**src/rtl/axis_rr_arbiter.sv**
```systemverilog
// -----------------------------------------------------------------------------
// axis_rr_arbiter
//
// Packet-aware round-robin arbiter sharing one stream channel between
// NUM_PORTS requesters. Once a requester wins, the grant stays locked on it
// until the beat carrying `last` (bit DW-1) completes its handshake, so
// packets from different requesters are never interleaved. After every
// packet the arbiter spends exactly one cycle in IDLE before granting again.
//
// The datapath is a plain AND-OR mux selected by the registered one-hot
// grant. There is no output register here. The downstream elbuf stage
// provides the output register and breaks the ready path.
//
// Parameters:
//   NUM_PORTS  number of requesters (2..8)
//   DW         beat width; bit DW-1 is `last`, bits DW-2:0 are payload
//
// Ports:
//   clk        sole clock, rising edge
//   reset      synchronous active-high reset
//   s_data     requester beats, port i at [i*DW +: DW]
//   s_valid    per-port valid
//   s_ready    per-port ready (only the granted port can see ready)
//   m0_data    granted port's beat
//   m0_valid   granted port's valid
//   m0_ready   downstream ready
//   grant      registered one-hot grant, all zero in IDLE
//   busy       high while a packet is locked
// -----------------------------------------------------------------------------
module axis_rr_arbiter #(
  parameter int NUM_PORTS = 4,
  parameter int DW        = 33
) (
  input  logic                    clk,
  input  logic                    reset,
  input  logic [NUM_PORTS*DW-1:0] s_data,
  input  logic [NUM_PORTS-1:0]    s_valid,
  output logic [NUM_PORTS-1:0]    s_ready,
  output logic [DW-1:0]           m0_data,
  output logic                    m0_valid,
  input  logic                    m0_ready,
  output logic [NUM_PORTS-1:0]    grant,
  output logic                    busy
);

  localparam int PW = (NUM_PORTS > 1) ? $clog2(NUM_PORTS) : 1;

  // Constants used by the wrap-around arithmetic. The pointer wraps at
  // NUM_PORTS, not at 2**PW, so both need explicit widths.
  localparam logic [PW:0]   NP_W     = (PW+1)'(NUM_PORTS);
  localparam logic [PW-1:0] LAST_IDX = PW'(NUM_PORTS - 1);

  typedef enum logic {
    IDLE = 1'b0,
    LOCK = 1'b1
  } state_t;

  state_t                 state_reg, state_next;
  logic [PW-1:0]          ptr_reg,   ptr_next;
  logic [PW-1:0]          gidx_reg,  gidx_next;
  logic [NUM_PORTS-1:0]   grant_reg, grant_next;

  logic [DW-1:0]          masked [NUM_PORTS];
  logic [PW-1:0]          win_idx;
  logic                   win_found;
  logic                   last_hs;

  // ---------------------------------------------------------------------------
  // Datapath: each port's beat is gated by its grant bit, then OR-ed.
  // grant_reg is zero in IDLE, which forces m0_valid and all s_ready low
  // without any dependency on s_valid.
  // ---------------------------------------------------------------------------
  generate
    for (genvar gi = 0; gi < NUM_PORTS; gi++) begin : g_mask
      assign masked[gi] = s_data[gi*DW +: DW] & {DW{grant_reg[gi]}};
    end
  endgenerate

  always_comb begin
    m0_data = '0;
    for (int k = 0; k < NUM_PORTS; k++) begin
      m0_data = m0_data | masked[k];
    end
  end

  assign m0_valid = |(s_valid & grant_reg);
  assign s_ready  = grant_reg & {NUM_PORTS{m0_ready}};
  assign grant    = grant_reg;
  assign busy     = (state_reg == LOCK);

  // Handshake of the final beat of the locked packet.
  assign last_hs  = (state_reg == LOCK) && m0_valid && m0_ready && m0_data[DW-1];

  // ---------------------------------------------------------------------------
  // Winner search: scan ptr, ptr+1, ... with wrap at NUM_PORTS and take the
  // first requester found.
  // ---------------------------------------------------------------------------
  always_comb begin
    logic [PW:0] cand;
    cand      = '0;
    win_found = 1'b0;
    win_idx   = '0;
    for (int k = 0; k < NUM_PORTS; k++) begin
      cand = {1'b0, ptr_reg} + k[PW:0];
      if (cand >= NP_W) begin
        cand = cand - NP_W;
      end
      if (!win_found && s_valid[cand[PW-1:0]]) begin
        win_found = 1'b1;
        win_idx   = cand[PW-1:0];
      end
    end
  end

  // ---------------------------------------------------------------------------
  // Next-state logic.
  // ---------------------------------------------------------------------------
  always_comb begin
    state_next = state_reg;
    ptr_next   = ptr_reg;
    gidx_next  = gidx_reg;
    grant_next = grant_reg;
    case (state_reg)
      IDLE: begin
        if (win_found) begin
          state_next          = LOCK;
          gidx_next           = win_idx;
          grant_next          = '0;
          grant_next[win_idx] = 1'b1;
        end
      end
      LOCK: begin
        // Stalls and upstream gaps simply hold the lock; only the last beat
        // releases it.
        if (last_hs) begin
          state_next = IDLE;
          grant_next = '0;
          ptr_next   = (gidx_reg == LAST_IDX) ? '0 : gidx_reg + 1'b1;
        end
      end
      default: begin
        state_next = IDLE;
        grant_next = '0;
      end
    endcase
  end

  always_ff @(posedge clk) begin
    if (reset) begin
      state_reg <= IDLE;
      ptr_reg   <= '0;
      gidx_reg  <= '0;
      grant_reg <= '0;
    end else begin
      state_reg <= state_next;
      ptr_reg   <= ptr_next;
      gidx_reg  <= gidx_next;
      grant_reg <= grant_next;
    end
  end

endmodule

```
**config.mk**
```make
export PLATFORM = sky130hd
export DESIGN_NAME = axis_rr_arbiter
export DESIGN_NICKNAME = d
export VERILOG_FILES = /design/src/rtl/axis_rr_arbiter.sv
export SDC_FILE = /design/constraint.sdc
export NUM_CORES = 1
export LEC_CHECK = 0
export ABC_AREA = 1
export CAP_MARGIN = 10
export CORE_MARGIN = 1
export CORE_UTILIZATION = 30
export CTS_BUF_LIST = sky130_fd_sc_hd__clkbuf_4
export DETAILED_ROUTE_END_ITERATION = 8
export PLACE_DENSITY = 0.95
export SLEW_MARGIN = 20
export SYNTH_ARGS = -nofsm -noshare
export SYNTH_HDL_FRONTEND = slang
export SYNTH_SLANG_ARGS = --single-unit
```
**constraint.sdc**
```tcl
create_clock -name clk -period 2.2 [get_ports clk]
set_input_delay 0.22 -clock clk [delete_from_list [all_inputs] [get_ports clk]]
set_output_delay 0.22 -clock clk [all_outputs]
set_load 0.05 [all_outputs]
```
==> results.toml, run 1 <==
# generated from flow reports
[placed_design]
dpl.cell_count = 536
gp_congestion = 0.874
portBuffers = 181
dpl.hpwl_um = 7090
place_area_um2 = 3850

[logic_synthesis]
topCellsByArea = "nand2_1 38%, nand4_1 14%, dfxtp_1 12%, nand2_2 4.9%, nand3_1 4.9%"
floorplan.nets = 436
yosys_area_um2 = 1550
netlist.top_cell.by_area = "nand2_1"
yosysWarnings = 0
syn_area_per_cell_um2 = 5.22
ys_types = 26
ys_seq_share_pct = 11.7
yosysTopAreaCellShare_pct = 37.9
synth.most_common_cell = "nand2_1"
syn-cell-area_um2 = 1550
edf_count = 0
ys_cells = 296
synthFlopType = "dfxtp_1"
ys_ff = 9
syn_inst = 296
common_cells = "156 x nand2_1, 35 x nand4_1, 15 x inv_1, 15 x nand3_1, 12 x nand2_2"
ys_async_sr_fraction_pct = 0

[drt]
route.detailed.drc = 0
routed_wl_um = 8400
first_pass_iters = 5
ant_nets = 0
routedWlPerCell_um = 15.6
drtIter0Drc = 144
viasPerCell = 5.09
dr_total_vias = 2746

[min_path]
min-delay-start = "gidx_reg[1]$_SDFFE_PP0P_"
min_path_type = "reg -> reg"
worst_hold_path.endpoint = "gidx_reg[1]$_SDFFE_PP0P_"
hold_depth = 2

[layout]
largest_register_ffs = 4
final_area_um2 = 3880
drive_gt1_share_pct = 17.3
flop_area_um2 = 180
antenna_cells = 0
area_growth_pct = 151
comb_area_um2 = 1200
n_fill_cell = 317
nets = 614
instances_no_fill = 540

[timing]
period_needed_ns = 1.92
tns_ns = 0
finalClockPeriodUsage_pct = 87.4
fmax_mhz = 520
setup_viol = 0
rsz0062_at_grt = "no"
tightest_slew_ns = 0.569
slew_viol_final = 0
skew_ns = 0.00157
final_hold_viol_count = 0
max_slew_margin_pct = 62.0

[clock_tree]
path_clk_slew_ns = 0.06
root_buffer = "clkbuf_4"
cts.path.max_buffers = 2
post_cts_resize_count = 0
cts_sinks = 9
htree_levels = 1
postCtsSetupBuffers = 0
clock_latency_ns = 0.25
cts_buffers = 3
hold_buffers = 0
cts_tree = "done"

[global_route]
grt_pass1_vias = 2694
overflow = 0
grt_max_degree = 23
antenna_found_initial = 0
grt_pass1_wl_um = 12400
grt_usage_pct = 29.6

[run]
warnings = 26
cap_violations = 0

[floorplanning]
core_um2 = 4850
initCoreUtil_pct = 31.9
die_h_um = 73.8
rows = 25
ios = 182
die_w_um = 73.8
die_area_um2 = 5440

[worst_setup_path]
crit_path_max_incr_delay_ns = 0.68
slowest_stage = "dfxtp_1"
end_kind = "primary output"
crit_buf_inv = 2
arrival_ns = 1.70
cp_max_fo = 20
start_kind = "flip-flop"
reg2regPathDepth = 9
worstPathRequired_ns = 1.98
startpoint = "grant[2]$_SDFFE_PP0P_"
criticalPathCategory = "reg -> out"
r2r-end = "grant[1]$_SDFFE_PP0P_"
timing.rr.start = "ptr_reg[0]$_SDFFE_PP0P_"
crit_family = "flip-flops"
crit_chain = "buf_4 -> nand2_1 -> nand4_1 -> buf_12"
r2r_slack_ns = 0.43

[pwr]
power-per-cell-area_nw_per_um2 = 375
leakage_uw = 0.00163
ir_drop_mv = 0.288

[run_status]
status = "complete, no violations"
==> run 1: power breakdown <==
part | total, uW | switching, uW | internal (uW)
Sequential | 190 | 18.0 | 172
Combinational | 1130 | 550 | 580
Clock | 136 | 53.6 | 82.0
Total | 1460 | 622 | 835
==> run 1: placed cells by master, fill, tap and decap left out <==
| cell | netlist | layout |
|---|---|---|
| a21oi_1 | 9 | 9 |
| a22o_1 | 2 | 2 |
| a31oi_1 | 1 | 1 |
| and2_1 | 1 | 1 |
| buf_12 | 0 | 42 |
| buf_4 | 0 | 10 |
| clkbuf_4 | 0 | 4 |
| clkdlybuf4s50_1 | 0 | 139 |
| dfxtp_1 | 9 | 9 |
| ha_1 | 1 | 1 |
| inv_1 | 15 | 15 |
| inv_2 | 5 | 5 |
| nand2_1 | 156 | 156 |
| nand2_2 | 12 | 12 |
| nand2_4 | 3 | 3 |
| nand3_1 | 15 | 15 |
| nand3_2 | 2 | 2 |
| nand3b_4 | 1 | 1 |
| nand4_1 | 35 | 35 |
| nand4_4 | 1 | 1 |
| nor2_1 | 3 | 3 |
| nor2_2 | 1 | 1 |
| nor2_8 | 1 | 1 |
| o211ai_1 | 1 | 1 |
| o21ai_0 | 2 | 2 |
| o21ai_1 | 2 | 2 |
==> run 1: routing by layer <==
metal  global-route usage [%]  part of all wire [%]
met1                     29.7                    35
met2                     54.6                    51
met3                     8.50                   9.4
met4                     16.5                   4.5
met5                        0                     0
==> run 1: metrics by stage <==
stage | power [uW] | utilization [%] | hold WS (ns) | setup slack [ns]
global placement | 1300 | 79.4 | 0.510 | 0.490
finish | 1460 | 80.0 | 0.547 | 0.277
floorplan | 655 | - | 0.289 | 0.233
detailed placement | 1320 | 79.4 | 0.553 | 0.375
CTS | 1460 | 80.0 | 0.562 | 0.266
global route | 1520 | 80.0 | 0.578 | 0.177
==> run 1: worst max-delay path by stage <==
| stage | end | depth (start not counted) |
|---|---|---|
| floorplan | ptr_reg[0]$_SDFFE_PP0P_ | 6 |
| global placement | gidx_reg[1]$_SDFFE_PP0P_ | 11 |
| CTS | m0_data[12] | 4 |
| finish | m0_data[12] | 4 |
| detailed placement | grant[1]$_SDFFE_PP0P_ | 10 |
| global route | m0_data[26] | 4 |
==> run 1: tightest hold or removal path, stage by stage (launching register included) <==
cell,delay (ns)
dfxtp_1,0.31
o21ai_1,0.13
a21oi_1,0.05
==> run 1: layout make-up <==
type / instances / area share [%]
timing repair buffer: 191 / 59.5
multi-input combinational: 249 / 31.0
sequential: 9 / 4.65
tap: 67 / 2.16
inverter: 20 / 1.94
clock buffer: 4 / 0.774
==> run 1: logic make-up after synthesis <==
family	after synthesis	synth area share, %
AND-OR/OR-AND	17	6.24
adder cells (fa/ha/maj)	1	0.810
buffers and inverters	38	10.5
flip-flops	9	11.7
AND/OR/NAND/NOR	231	70.8
==> run_1/metal_density.png <==
Drawn at 4 px/um. 15 x 15 tiles, from dark blue (low) to red (high), scaled to the fullest tile. Values are wire area over tile area, all layers added.
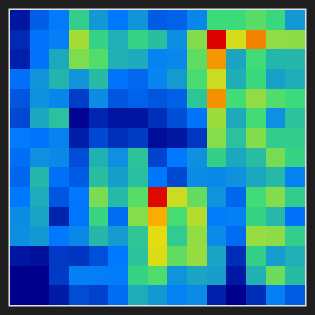
emptiest ninth of the die: bottom left
nearly empty tiles: 2.7%
mean over tiles: 0.26
fullest tile: 0.76
densest ninth of the die: top right

==> run_1/io_placement.png <==
Drawn at 6 px/um. Pins as bars across the die edge, other pins in grey.
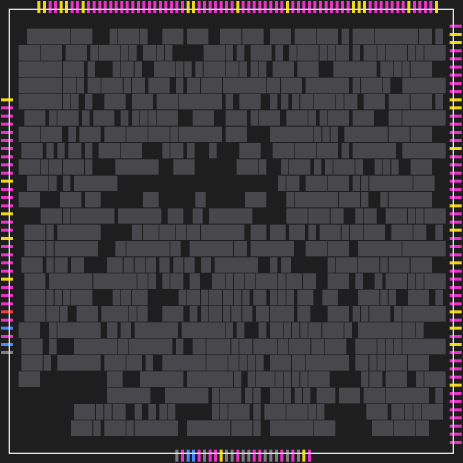
| colour | port | pins | direction | edge |
|---|---|---|---|---|
| red | `reset` | 1 | input | left |
| magenta | `s_data` | 132 | input | 59 top, 40 right, 23 left, 10 bottom |
| yellow | `m0_data` | 33 | output | 14 top, 12 right, 5 left, 2 bottom |
| blue | `grant` | 4 | output | 2 left, 2 bottom |
all pins by edge: 73 top, 52 right, 32 left, 25 bottom

==> run_1/layer_met2.png <==
Drawn at 6 px/um.
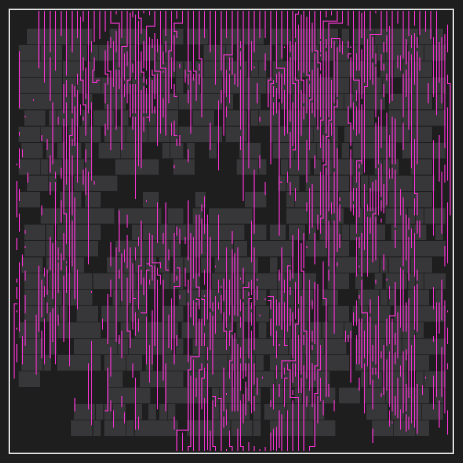
longest straight run: 38.4 um
share of all routed wire: 51%
main direction: vertical
wire length on this layer: 4250 um

--- run 2 (diff from run 1) ---
--- a/config.mk
+++ b/config.mk
@@ -11,7 +11,7 @@
 export CORE_UTILIZATION = 30
 export CTS_BUF_LIST = sky130_fd_sc_hd__clkbuf_4
 export DETAILED_ROUTE_END_ITERATION = 8
-export PLACE_DENSITY = 0.95
+export PLACE_DENSITY = 0.86
 export SLEW_MARGIN = 20
 export SYNTH_ARGS = -nofsm -noshare
 export SYNTH_HDL_FRONTEND = slang
==> run_2/metal_density.png <==
Drawn at 4 px/um. 15 x 15 tiles, from dark blue (low) to red (high), scaled to the fullest tile. Values are wire area over tile area, all layers added.
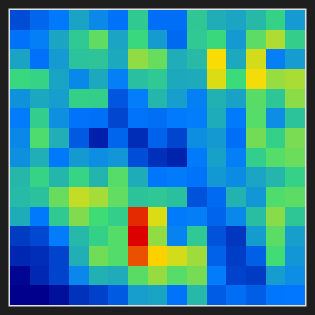
fullest tile: 0.69
tiles over half the peak: 20%
mean over tiles: 0.25
nearly empty tiles: 1.3%

==> run_2/io_placement.png <==
Drawn at 6 px/um. Pins as bars across the die edge, other pins in grey.
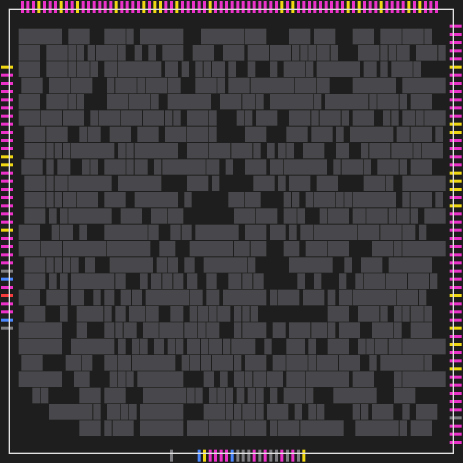
| colour | port | pins | direction | edge |
|---|---|---|---|---|
| yellow | `m0_data` | 33 | output | 16 top, 11 right, 4 left, 2 bottom |
| red | `reset` | 1 | input | left |
| magenta | `s_data` | 132 | input | 60 top, 40 right, 24 left, 8 bottom |
| blue | `grant` | 4 | output | 2 left, 2 bottom |
all pins by edge: 76 top, 52 right, 33 left, 21 bottom

==> results.toml, run 2 <==
# generated from flow reports
[timing]
rsz0062_at_grt = "no"
finalClockPeriodUsage_pct = 83.8
tns_ns = 0
max_slew_margin_pct = 66.6
period_needed_ns = 1.84
skew_ns = 0.00263
slew_viol_final = 0
fmax_mhz = 542
final_hold_viol_count = 0
tightest_slew_ns = 0.499
setup_viol = 0

[layout]
layout_top_cell = "nand2_1"
mostFrequentLayoutCells = "156 x nand2_1, 139 x clkdlybuf4s50_1, 42 x buf_12"
drive_gt1_share_pct = 17.3
nets = 614
area_growth_pct = 151
final_area_um2 = 3880
antenna_cells = 0
largest_register_ffs = 4

[clock_tree]
cts_tree = "done"
postCtsSetupBuffers = 0
cts_buffers = 3
hold_buffers = 0
htree_levels = 1
cts_sinks = 9
cts.path.max_buffers = 2
path_clk_slew_ns = 0.06
clock_latency_ns = 0.27
root_buffer = "clkbuf_4"
post_cts_resize_count = 0

[logic_synthesis]
yosysTopAreaCellShare_pct = 37.9
common_cells = "156 x nand2_1, 35 x nand4_1, 15 x inv_1, 15 x nand3_1, 12 x nand2_2"
ys_seq_share_pct = 11.7
yosys_area_um2 = 1550
ys_cells = 296
syn-cell-area_um2 = 1550
floorplan.nets = 436
netlist.top_cell.by_area = "nand2_1"
ys_async_sr_fraction_pct = 0
yosysWarnings = 0
topCellsByArea = "nand2_1 38%, nand4_1 14%, dfxtp_1 12%, nand2_2 4.9%, nand3_1 4.9%"
synthFlopType = "dfxtp_1"
syn_inst = 296
ys_ff = 9
edf_count = 0
synth.most_common_cell = "nand2_1"
syn_area_per_cell_um2 = 5.22
ys_types = 26

[drt]
first_pass_iters = 4
routedWlPerCell_um = 15.1
routed_wl_um = 8180
ant_nets = 0
drtIter0Drc = 129
dr_total_vias = 2663
viasPerCell = 4.93

[floorplanning]
core_um2 = 4850
rows = 25
die_w_um = 73.8
die_area_um2 = 5440
initCoreUtil_pct = 31.9
ios = 182
die_h_um = 73.8

[run_status]
status = "complete, no violations"

[pwr]
ir_drop_mv = 0.292
p_int_uw = 836
seq_power_share_pct = 12.5
leakage_uw = 0.00163
power-per-cell-area_nw_per_um2 = 377
p_comb_share_pct = 77.7
clockPowerShare_pct = 9.9
p_sw_share_pct = 42.8
p_sw_uw = 626

[min_path]
min_path_type = "reg -> reg"
hold_depth = 2

[run]
cap_violations = 0

[placed_design]
gp_congestion = 0.964
dpl.hpwl_um = 7100
portBuffers = 181
place_area_um2 = 3850

[worst_setup_path]
start_kind = "flip-flop"
end_kind = "flip-flop"
criticalPathCategory = "reg -> reg"
worstPathRequired_ns = 2.40
arrival_ns = 2.04
cp_max_fo = 9
reg2regPathDepth = 10

[global_route]
grt_usage_pct = 28.9
antenna_found_initial = 0
grt_pass1_wl_um = 12100
grt_max_degree = 27
overflow = 0
==> run_2/congestion.png <==
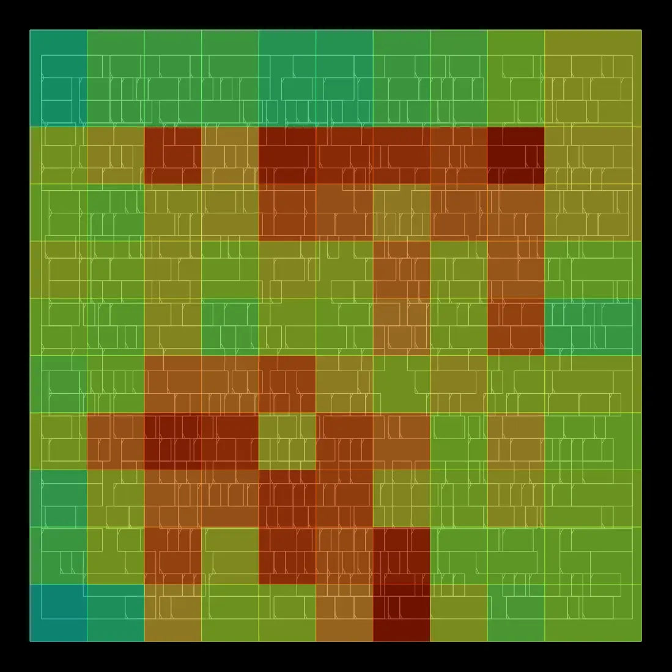
M2 GR Usage: 55.0%
Final Core Density: 80.0%
met1 usage: 30.3%

-- run 2: cell counts after synthesis --
Identical to the previous run, type by type.
-- run 2: power by group through the flow --
stage	Clock [uW]	Sequential [uW]	Combinational, uW
6_report	144	182	1140
3_5_place_dp	0	186	1140
2_1_floorplan	0	201	455
3_3_place_gp	0	186	1120
4_1_cts	149	182	1140
5_1_grt	154	183	1190
-- run 2: layer usage --
| layer | up-vias | track usage [%] | wire, um |
|---|---|---|---|
| li1 | 1321 | - | - |
| met1 | 1181 | 30.3 | 2860 |
| met2 | 140 | 55.0 | 4230 |
| met3 | 21 | 9.05 | 900 |
| met4 | 0 | 7.26 | 196 |
| met5 | - | 0 | 0 |
-- run 2: cell type report --
| type | count | area [um^2] |
|---|---|---|
| Multi-Input combinational cell | 249 | 1200 |
| Timing Repair Buffer | 191 | 2310 |
| Inverter | 20 | 75.1 |
| Tap cell | 67 | 83.8 |
| Clock buffer | 4 | 30.0 |
| Fill cell | 342 | 970 |
| Sequential cell | 9 | 180 |
-- run 2: worst paths after layout --
kind / endpoint / slack (ns) / start
worst min register to register: gidx_reg[1]$_SDFFE_PP0P_ / 0.54 / gidx_reg[1]$_SDFFE_PP0P_
worst max register to register: grant[2]$_SDFFE_PP0P_ / 0.36 / ptr_reg[0]$_SDFFE_PP0P_
worst min-delay path: gidx_reg[1]$_SDFFE_PP0P_ / 0.54 / gidx_reg[1]$_SDFFE_PP0P_
worst max-delay path: grant[2]$_SDFFE_PP0P_ / 0.36 / ptr_reg[0]$_SDFFE_PP0P_
-- run 2: per-stage QoR --
| stage | hold slack [ns] | power [uW] | setup slack, ns | utilization [%] | instances |
|---|---|---|---|---|---|
| after floorplan | 0.289 | 655 | 0.233 | - | 296 |
| after global placement | 0.509 | 1310 | 0.496 | 79.4 | 536 |
| after detailed placement | 0.535 | 1320 | 0.379 | 79.4 | 536 |
| after CTS | 0.547 | 1470 | 0.413 | 80.0 | 540 |
| after global routing | 0.566 | 1520 | 0.223 | 80.0 | 540 |
| final | 0.543 | 1460 | 0.356 | 80.0 | 540 |
-- run 2: logic make-up (layout without fill, tap and decap cells) --
group,count (synthesis),after routing,share of synthesized area (%)
DFF,9,9,11.7
buffers and inverters,38,215,10.5
adders and majority gates,1,1,0.810
and+or+nand+nor,231,231,70.8
AOI/OAI and AO/OA,17,17,6.24
-- run 2: worst max-delay path, cell delays in order (launching register included) --
cell and delay [ns]:
dfxtp_1 0.54, buf_4 0.21, nand2_2 0.07, nand3_1 0.11, and2_1 0.30, inv_2 0.06
nand2_1 0.07, nand3_1 0.09, nand2_2 0.11, nand3_1 0.07, a21oi_1 0.13
No activity file was given, so power comes from the tool's default toggle rates.
